## src/rtl/ps2_scan_rx.sv

```systemverilog
// ps2_scan_rx - PS/2 keyboard scan-code receiver.
//
// Oversamples the asynchronous PS/2 clock/data pins on the system clock,
// deserialises 11-bit frames (start, D0..D7 LSB-first, odd parity, stop),
// validates them and queues good scan codes in a first-word-fall-through
// FIFO. The most recent good code is also held on disp_code for the
// seven-segment stage.
//
// Ports:
//   clk        system clock
//   clrn       asynchronous active-low reset
//   ps2_clk    raw PS/2 clock pin (asynchronous)
//   ps2_data   raw PS/2 data pin (asynchronous)
//   rd_en      pop request, ignored while ready=0
//   data       FIFO head byte, valid while ready=1 (0 when empty)
//   ready      FIFO non-empty
//   overflow   sticky: a good frame was dropped because the FIFO was full
//   frame_err  one-cycle pulse on a bad start, stop or parity bit
//   disp_code  last good scan code received, queued or not
//
// Parameters:
//   FIFO_DEPTH      FIFO entries, power of 2, >= 2
//   TIMEOUT_CYCLES  mid-frame idle limit in clk cycles
//
// Build option:
//   PS2_TIMEOUT_EN  when defined, a partial frame that sees no ps2_clk
//                   falling edge for TIMEOUT_CYCLES clk cycles is discarded
//                   silently. When undefined, a partial frame waits forever
//                   and only clrn recovers it.

module ps2_scan_rx #(
  parameter int FIFO_DEPTH     = 8,
  parameter int TIMEOUT_CYCLES = 20000
) (
  input  logic       clk,
  input  logic       clrn,
  input  logic       ps2_clk,
  input  logic       ps2_data,
  input  logic       rd_en,
  output logic [7:0] data,
  output logic       ready,
  output logic       overflow,
  output logic       frame_err,
  output logic [7:0] disp_code
);

  localparam int AW = $clog2(FIFO_DEPTH);
  localparam logic [AW:0] PTR_ONE = (AW+1)'(1);

  if (FIFO_DEPTH < 2 || (FIFO_DEPTH & (FIFO_DEPTH - 1)) != 0) begin : g_bad_depth
    $error("ps2_scan_rx: FIFO_DEPTH must be a power of 2 and at least 2");
  end

  if (TIMEOUT_CYCLES < 1) begin : g_bad_timeout
    $error("ps2_scan_rx: TIMEOUT_CYCLES must be at least 1");
  end

  // ---------------------------------------------------------------------
  // Pin synchronisers. Index 0 is nearest the pin. Both chains clear to 1
  // so that releasing reset on an idle bus never fakes a falling edge.
  // ---------------------------------------------------------------------
  logic [2:0] kclk_sync;
  logic [1:0] kdat_sync;
  logic       samp;
  logic       din;

  always_ff @(posedge clk or negedge clrn) begin
    if (!clrn) begin
      kclk_sync <= 3'b111;
      kdat_sync <= 2'b11;
    end else begin
      kclk_sync <= {kclk_sync[1:0], ps2_clk};
      kdat_sync <= {kdat_sync[0], ps2_data};
    end
  end

  // Older sample high, newer sample low: one-cycle falling-edge strobe.
  assign samp = kclk_sync[2] & ~kclk_sync[1];
  assign din  = kdat_sync[1];

  // ---------------------------------------------------------------------
  // Deserialiser. shreg collects bits 0..9; the stop bit is taken live
  // from din on the frame-end strobe, so no 11th flop is needed.
  // ---------------------------------------------------------------------
  logic [3:0] bit_cnt;
  logic [9:0] shreg;
  logic       frame_end;
  logic       frame_ok;
  logic [7:0] frame_byte;
  logic       timeout_hit;

  assign frame_end  = samp && (bit_cnt == 4'd10);
  assign frame_byte = shreg[8:1];
  assign frame_ok   = ~shreg[0] & din & (^{frame_byte, shreg[9]});

  always_ff @(posedge clk or negedge clrn) begin
    if (!clrn) begin
      bit_cnt <= 4'd0;
      shreg   <= 10'd0;
    end else if (samp) begin
      shreg   <= {din, shreg[9:1]};
      bit_cnt <= frame_end ? 4'd0 : bit_cnt + 4'd1;
    end else if (timeout_hit) begin
      bit_cnt <= 4'd0;
    end
  end

`ifdef PS2_TIMEOUT_EN
  // Idle timer as a down-counter: reloaded on every strobe (and while no
  // frame is in progress), terminal count at zero aborts the frame.
  localparam int TW = $clog2(TIMEOUT_CYCLES + 1);
  localparam logic [TW-1:0] IDLE_LOAD = TW'(TIMEOUT_CYCLES);
  localparam logic [TW-1:0] IDLE_ONE  = TW'(1);

  logic [TW-1:0] idle_left;

  always_ff @(posedge clk or negedge clrn) begin
    if (!clrn) begin
      idle_left <= IDLE_LOAD;
    end else if (samp || bit_cnt == 4'd0) begin
      idle_left <= IDLE_LOAD;
    end else if (idle_left != '0) begin
      idle_left <= idle_left - IDLE_ONE;
    end
  end

  assign timeout_hit = (bit_cnt != 4'd0) && (idle_left == '0);
`else
  assign timeout_hit = 1'b0;
`endif

  // ---------------------------------------------------------------------
  // FIFO. Pointers carry one extra wrap bit to tell full from empty.
  // ---------------------------------------------------------------------
  logic [7:0]  mem [FIFO_DEPTH];
  logic [AW:0] wptr;
  logic [AW:0] rptr;
  logic        empty;
  logic        full;
  logic        pop;
  logic        push_req;
  logic        push;
  logic        drop;

  assign empty    = (wptr == rptr);
  assign full     = (wptr[AW] != rptr[AW]) && (wptr[AW-1:0] == rptr[AW-1:0]);
  assign pop      = rd_en & ~empty;
  assign push_req = frame_end & frame_ok;
  // A pop in the same cycle frees the slot being written, so a full FIFO
  // still accepts the byte in that case.
  assign push     = push_req & (~full | pop);
  assign drop     = push_req & full & ~pop;

  assign ready = ~empty;
  assign data  = empty ? 8'h00 : mem[rptr[AW-1:0]];

  always_ff @(posedge clk or negedge clrn) begin
    if (!clrn) begin
      wptr <= '0;
      rptr <= '0;
    end else begin
      if (push) wptr <= wptr + PTR_ONE;
      if (pop)  rptr <= rptr + PTR_ONE;
    end
  end

  always_ff @(posedge clk) begin
    if (push) mem[wptr[AW-1:0]] <= frame_byte;
  end

  // ---------------------------------------------------------------------
  // Status and display outputs.
  // ---------------------------------------------------------------------
  always_ff @(posedge clk or negedge clrn) begin
    if (!clrn) begin
      overflow  <= 1'b0;
      frame_err <= 1'b0;
      disp_code <= 8'h00;
    end else begin
      frame_err <= frame_end & ~frame_ok;
      if (push_req) disp_code <= frame_byte;
      // A drop in the same cycle as a pop cannot happen, but set still wins.
      if (drop)     overflow <= 1'b1;
      else if (pop) overflow <= 1'b0;
    end
  end

endmodule

```

## config.mk

```make
export PLATFORM = sky130hd
export DESIGN_NAME = ps2_scan_rx
export DESIGN_NICKNAME = d
export VERILOG_FILES = /design/src/rtl/ps2_scan_rx.sv
export SDC_FILE = /design/constraint.sdc
export NUM_CORES = 1
export LEC_CHECK = 0
export CORE_MARGIN = 2
export CORE_UTILIZATION = 30
export CTS_CLUSTER_DIAMETER = 50
export DETAILED_ROUTE_END_ITERATION = 10
export MAX_ROUTING_LAYER = met4
export PLACE_DENSITY = 0.57
export SLEW_MARGIN = 25
export SYNTH_ARGS = -nofsm -noshare
export SYNTH_HDL_FRONTEND = slang
export SYNTH_SLANG_ARGS = --single-unit
```

## constraint.sdc

```tcl
create_clock -name clk -period 7 [get_ports clk]
set_input_delay 1.4 -clock clk [delete_from_list [all_inputs] [get_ports clk]]
set_output_delay 1.4 -clock clk [all_outputs]
set_load 0.02 [all_outputs]
```

Run 1, placed cells, one color a class:
Scale bar: 20 µm.
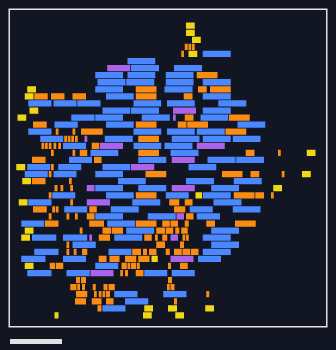
Purple marks clock drivers and dummy loads, cells 16, share of their area 6.3%. Yellow marks remaining buffers and delay cells, cells 25, share of their area 5.2%. Orange marks combinational and other logic, cells 142, share of their area 27%. Blue marks sequential cells, cells 101, share of their area 61%.

Run 1, clock network drawn from the DEF:
Scale bar: 20 µm.
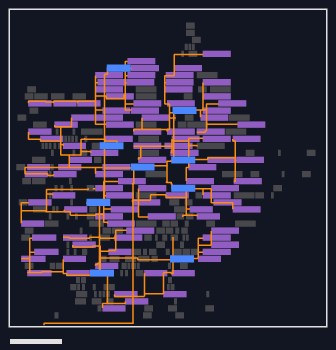
Orange marks clock wires, length 1130 µm. Purple marks flip-flops, count 101. Blue marks clock drivers, count 9.
There are 10 routed clock nets.

Run 1, cell placement:
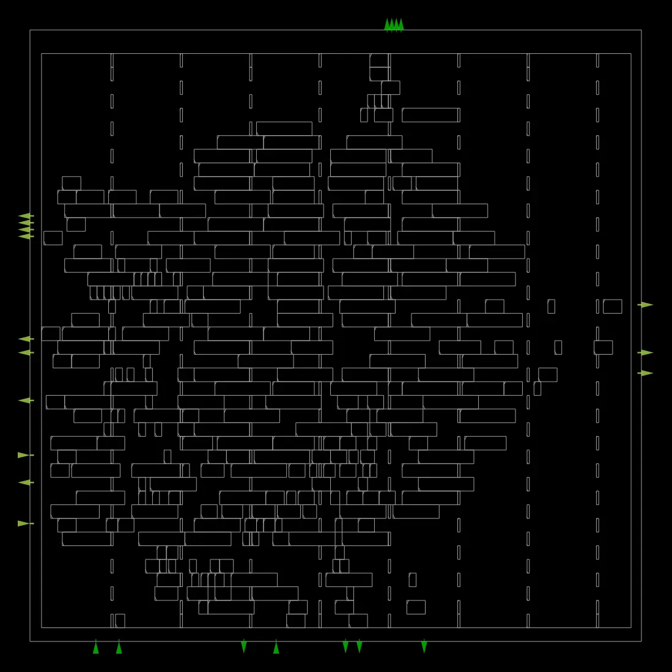
# rows: 42
Core ar.: 13400 µm²

==> out/results.ini, run 1 <==
[status]
status = finished, final reports clean

[setup_path]
cp_max_fo = 13
cp-end-kind = output port
worstPathArrival_ns = 3.02
crit_type = flip-flop to output port
cpMaxStageDelayCell = nor2_1
r2r_end = mem[5][3]
critPathLaunch = rptr[0]
required_ns = 5.60
max_stage_delay_ns = 0.70
path_depth = 6
r2r-start = shreg[5]
cp-start-kind = flip-flop
timing.critical_path.to = data[7]
reg2reg_slack_ns = 4.11
crit_chain = buf_4 -> xnor2_1 -> nand3_1 -> nor2_1 -> nor2_1 -> clkdlybuf4s50_1
crit_top_cell = nor2_1
cpLargestDelayFamily = simple AND/OR/NAND/NOR gates
r2r_cells = 5

[final_timing]
drv_slew = 0
finalSetupViolCount = 0
finalClockPeriodUsage_pct = 63.1
rsz0062_at_grt = no
timing.hold.ws_ns = 0.357
fin_tns_setup_ns = 0
period_minus_slack_ns = 4.42
setup_slack_ns = 2.58
tightest_slew_ns = 0.873
relSlewSlack_pct = 41.6

[placed_design]
hpwl_mm = 4.84
place.gp.congestion = 0.713
placed_area_um2 = 4570
place_ws_ns = 2.84
dp_cells = 444
portBuffers = 23

[clock_network]
clk_pin_slew_worst_paths_ns = 0.07
cts_max_path_buffers = 2
cts_hold_buf = 0
cts_resized = 0
htree_levels = 3
cts_tree = done
numCtsBuffers = 9
clk_latency_ns = 0.34
cts.sinks = 101
cts_root_buf = clkbuf_16
post_cts.repair.setup_buffers = 0

[worst_hold_path]
hp-class = flip-flop to flip-flop
hold_depth = 0
worstHoldStart = kclk_sync[0]
holdPathEnd = kclk_sync[1]

[layout]
signal_buffer_area_fraction_pct = 4.94
clkbuf_count = 10
clk_share_pct = 6.02
fin_nets = 288
flops = 101
drive_gt1_share_pct = 19.4
largest_register_ffs = 64
stdcell_count = 460
n_antenna_cell = 0
top_area_cell_class = registers
nFillCells = 1293
syn2layout_area_growth_pct = 17.1
comb_share_pct = 25.4
flop_area_um2 = 2850
seq_share_pct = 58.7
inv_count = 5
mostFrequentLayoutCell = edfxtp_1
final_cell_mix = edfxtp_1 (64), nand2_1 (35), dfrtp_1 (32)
comb_cells = 137
buffers = 25
post-route-util_pct = 36.3

[synthesis]
ys_seq_share_pct = 68.7
top_area_cell = edfxtp_1
edf_count = 64
yosys_warnings = 0
netlist_area_um2 = 4150
synth-simple-area-share_pct = 8.01
ys.flop_type = edfxtp_1
ys_chip_area_um2 = 4150
netlist-cell-type-count = 37
xor_share_pct = 4.34
syn_inst = 254
yosys.area_share.adder_pct = 1.21
yosys.area.top_type_share_pct = 46.3
ys_sh_aoi_pct = 1.69
ys_sh_mux_pct = 14.3
ys_async_sr_fraction_pct = 36.6
synth.avg_cell_area_um2 = 16.3
area_leaders = edfxtp_1 (46%), dfrtp_1 (19%), mux4_2 (8.7%), dfstp_2 (3.2%), nand2_1 (3.2%)
most_common_cell = edfxtp_1
ys_cells = 254
top_logic_kind = multiplexers
fp_nets = 263

[drt]
drt_wl_total_mm = 7.18
met3WireLength_um = 175
vias_per_cell = 4.50
post_drt_wl_per_cell_um = 15.6
drc = 0
top_layer = met4
dr_total_vias = 2072
drtIter0Drc = 67
wl_met1_mm = 3.49
final_antenna_net_count = 0

[run]
warnings = 27
maxCapViolations = 0

[global_routing]
grt_use_met3_pct = 2.01
grt_usage_pct = 11.1
met2_usage_pct = 16.0
grt-ovfl-total = 0
antenna_found_initial = 0
grt_pass1_wl_mm = 12.0
gr-usage-met1_pct = 15.2
grt_pass1_vias = 2181
grt_max_degree = 38

[power_and_ir_drop]
p_sw_w = 0.000555
top_power_group = registers
p_clk_share_pct = 26.9
ir_drop_v = 0.000158
seq_power_share_pct = 44.6
powerDensity_nw_per_um2 = 373
p_seq_w = 0.000809
power_leakage_nw = 1.87
clock_power_w = 0.000488
power_frac_comb_pct = 28.4
powerComb_w = 0.000515

[floorplanning]
nWellTaps = 176
die-area_um2 = 14800
fp_util_pct = 31.0
fp.dieH_um = 122
io_pins = 24

==> run 2: changes to the inputs <==
PLACE_DENSITY = 0.58   (was 0.57)
clock period = 3.9 ns   (was 7 ns; I/O delays follow)
==> run 2 against run 1 <==
  * Highest routed layer unchanged
  * Die size stayed put
  * Clock skew is 0.00091 ns higher
  * Count of clock-buffer cells in the layout is 1 lower
  * Clock power is 74% higher
  * Largest power group unchanged
==> out/results.ini, run 2 <==
[status]
status = finished, final reports clean

[floorplanning]
core.rowCount = 42
nWellTaps = 176
die-area_um2 = 14800
core_um2 = 13400
fp_util_pct = 31.0

[setup_path]
r2r-start = shreg[2]
cp_max_fo = 13
path_depth = 5
reg2reg_slack_ns = 1.02
max_stage_delay_ns = 0.71

[synthesis]
most_common_cell = edfxtp_1
synth-simple-area-share_pct = 8.01
yosys.area.top_type_share_pct = 46.3
netlist-cell-type-count = 37
xor_share_pct = 4.34
ys_cells = 254
ys_seq_share_pct = 68.7
top_logic_kind = multiplexers
ys.flop_type = edfxtp_1
netlist_area_um2 = 4150
ys_async_sr_fraction_pct = 36.6
area_leaders = edfxtp_1 (46%), dfrtp_1 (19%), mux4_2 (8.7%), dfstp_2 (3.2%), nand2_1 (3.2%)
yosys_warnings = 0

[power_and_ir_drop]
power_frac_comb_pct = 30.9
p_sw_w = 0.00104
p_seq_w = 0.00141
top_power_group = registers
clock_power_w = 0.000847
powerDensity_nw_per_um2 = 669

[global_routing]
antenna_found_initial = 0
grt_pass1_vias = 2315
grt-ovfl-total = 0
grt_use_met3_pct = 2.20
gr-usage-met1_pct = 14.4
grt_usage_pct = 11.7

[layout]
largest_register_ffs = 64
clkbuf_count = 9
buffers = 29
inv_count = 5
post-route-util_pct = 36.5
flops = 101
syn2layout_area_growth_pct = 17.8
top_area_cell_class = registers
comb_share_pct = 25.2
fin_nets = 292

[final_timing]
timing.hold.ws_ns = 0.352
period_minus_slack_ns = 3.29
finalSetupViolCount = 0
rsz0062_at_grt = no

[worst_hold_path]
worstHoldStart = kdat_sync[0]
hp-class = flip-flop to flip-flop

[placed_design]
place.gp.congestion = 0.744
place_ws_ns = 0.923
placed_area_um2 = 4610
dp_cells = 448

[drt]
vias_per_cell = 4.60
final_antenna_net_count = 0
drc = 0
met3WireLength_um = 162
dr_total_vias = 2135
drtIter0Drc = 141
drt_wl_total_mm = 7.70
post_drt_wl_per_cell_um = 16.6

[clock_network]
post_cts.repair.setup_buffers = 0
clk_latency_ns = 0.34
cts_root_buf = clkbuf_16
htree_levels = 3
cts.sinks = 101

Run 2, the metal 2 layer:
Cells faint in the background.
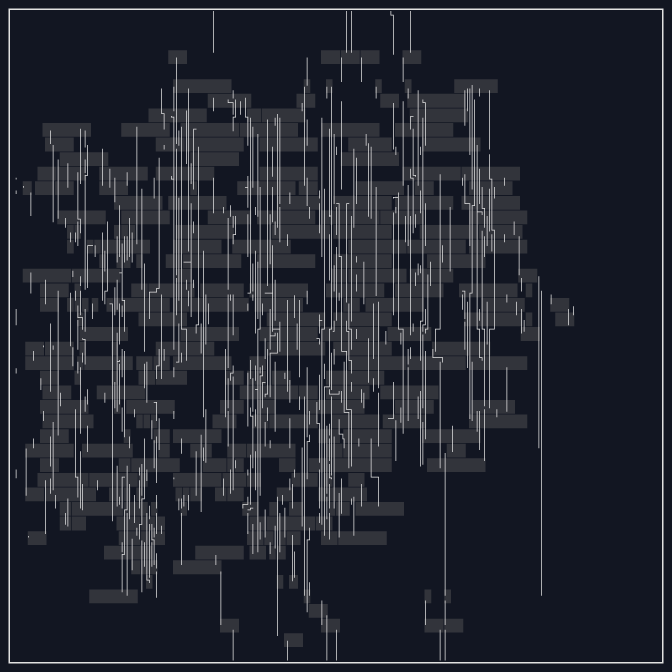
255 nets have wire on it. The wires run mostly vertical.

Run 2, cell placement:
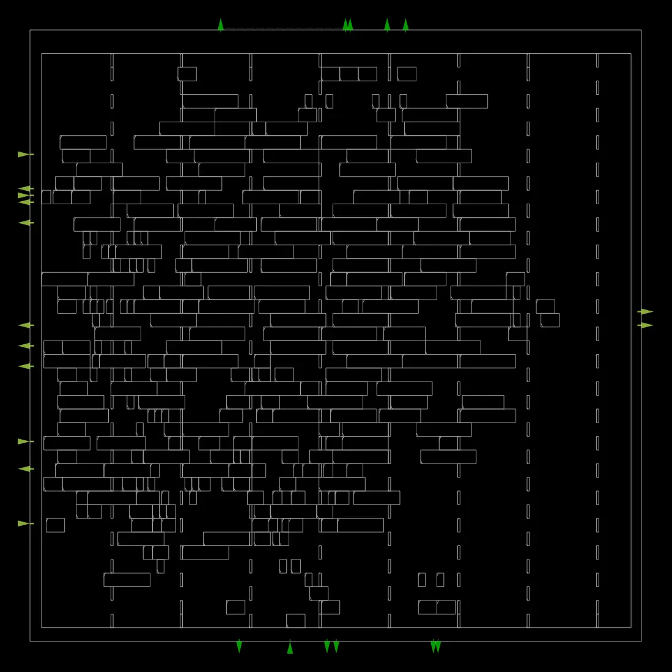
FILL cells: 1276
Finished Layout Cells: 464

==> run 3: changes to the inputs <==
clock period = 2.9 ns   (was 3.9 ns; I/O delays follow)
==> run 3 against run 2 <==
  * Sequential cell count is the same
  * Clock skew is essentially flat
  * Synthesized cell count is the same
  * Global-route usage shrank 0.29 points
  * Largest cell class unchanged
  * Routed wire length shrank 1.8%
  * Clock power grew 51%
  * Register-to-register slack lost 0.75 ns
  * Worst hold slack lost 0.013 ns
  * Core utilization grew 0.74 points
  * Design area grew 2.0%
  * Critical path depth grew 2
  * Die size is the same
==> out/results.ini, run 3 <==
[clock_network]
htree_levels = 3
cts_hold_buf = 0
clk_latency_ns = 0.34
cts_max_path_buffers = 2
cts_tree = done
post_cts.repair.setup_buffers = 0
numCtsBuffers = 9
cts_root_buf = clkbuf_16

[setup_path]
cpLargestDelayFamily = buffers and inverters
cp_max_fo = 12
timing.critical_path.to = data[3]
cp-start-kind = flip-flop
reg2reg_slack_ns = 0.27
r2r_end = mem[6][6]
r2r_cells = 6
crit_type = flip-flop to output port

[global_routing]
met2_usage_pct = 18.3
grt_usage_pct = 11.4
grt_pass1_wl_mm = 12.2
grt_pass1_vias = 2189
antenna_found_initial = 0
gr-usage-met1_pct = 14.6
grt-ovfl-total = 0
grt_max_degree = 38

[layout]
clk_share_pct = 6.47
n_antenna_cell = 0
flop_area_um2 = 2850
inv_count = 5
largest_register_ffs = 64
final_cell_mix = edfxtp_1 (64), nand2_1 (35), dfrtp_1 (32)

[synthesis]
ys_chip_area_um2 = 4150
synth-simple-area-share_pct = 8.01
netlist-cell-type-count = 37
yosys.area.top_type_share_pct = 46.3
ys_seq_share_pct = 68.7
netlist_area_um2 = 4150
yosys.area_share.adder_pct = 1.21
syn_inst = 254
ys_async_sr_fraction_pct = 36.6
xor_share_pct = 4.34
ys.flop_type = edfxtp_1

[final_timing]
finalSetupViolCount = 0
drv_slew = 0
timing.hold.ws_ns = 0.339
rsz0062_at_grt = no
finalClockPeriodUsage_pct = 95.9

[power_and_ir_drop]
seq_power_share_pct = 39.8
ir_drop_v = 0.000371
p_sw_w = 0.00137
p_seq_w = 0.00181
top_power_group = registers
clock_power_w = 0.00128

[drt]
top_layer = met4
met3WireLength_um = 241
vias_per_cell = 4.53
drt_wl_total_mm = 7.56

[status]
status = finished, final reports clean

[floorplanning]
core.rowCount = 42
nWellTaps = 176
fp_util_pct = 31.0

[placed_design]
place_ws_ns = 0.263
dp_cells = 456

[worst_hold_path]
hp-class = primary input to asynchronous set/reset pin

Run 3, placed cells, one color a class:
Scale bar: 20 µm.
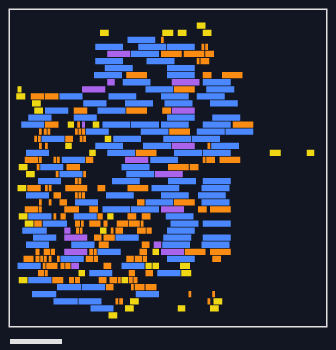
Orange marks combinational and other logic, cells 142, share of their area 26%. Yellow marks remaining buffers and delay cells, cells 37, share of their area 7.1%. Blue marks sequential cells, cells 101, share of their area 60%. Purple marks clock drivers and dummy loads, cells 16, share of their area 6.8%.

Run 3, cell placement:
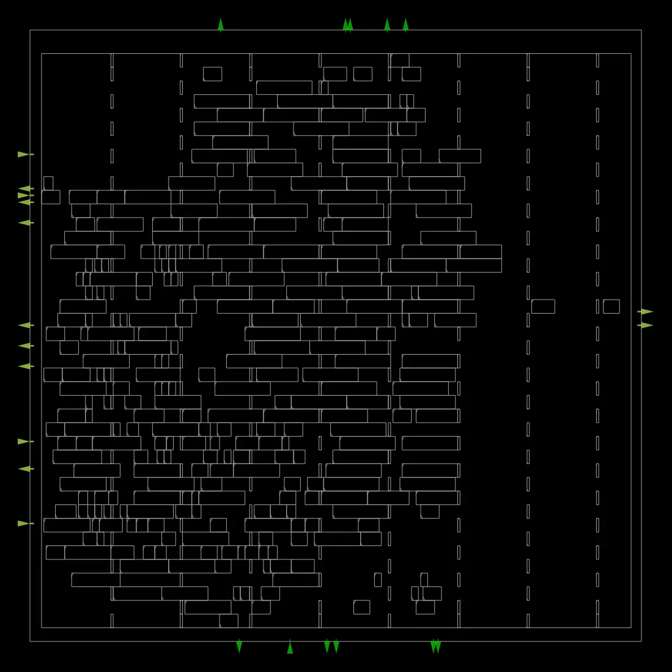
Finished Layout Cells: 472
FILL cells: 1253
fraction of area in registers: 57.2%
final core occ: 37.2%
registers: 101

No activity file was given, so power comes from the tool's default toggle rates.
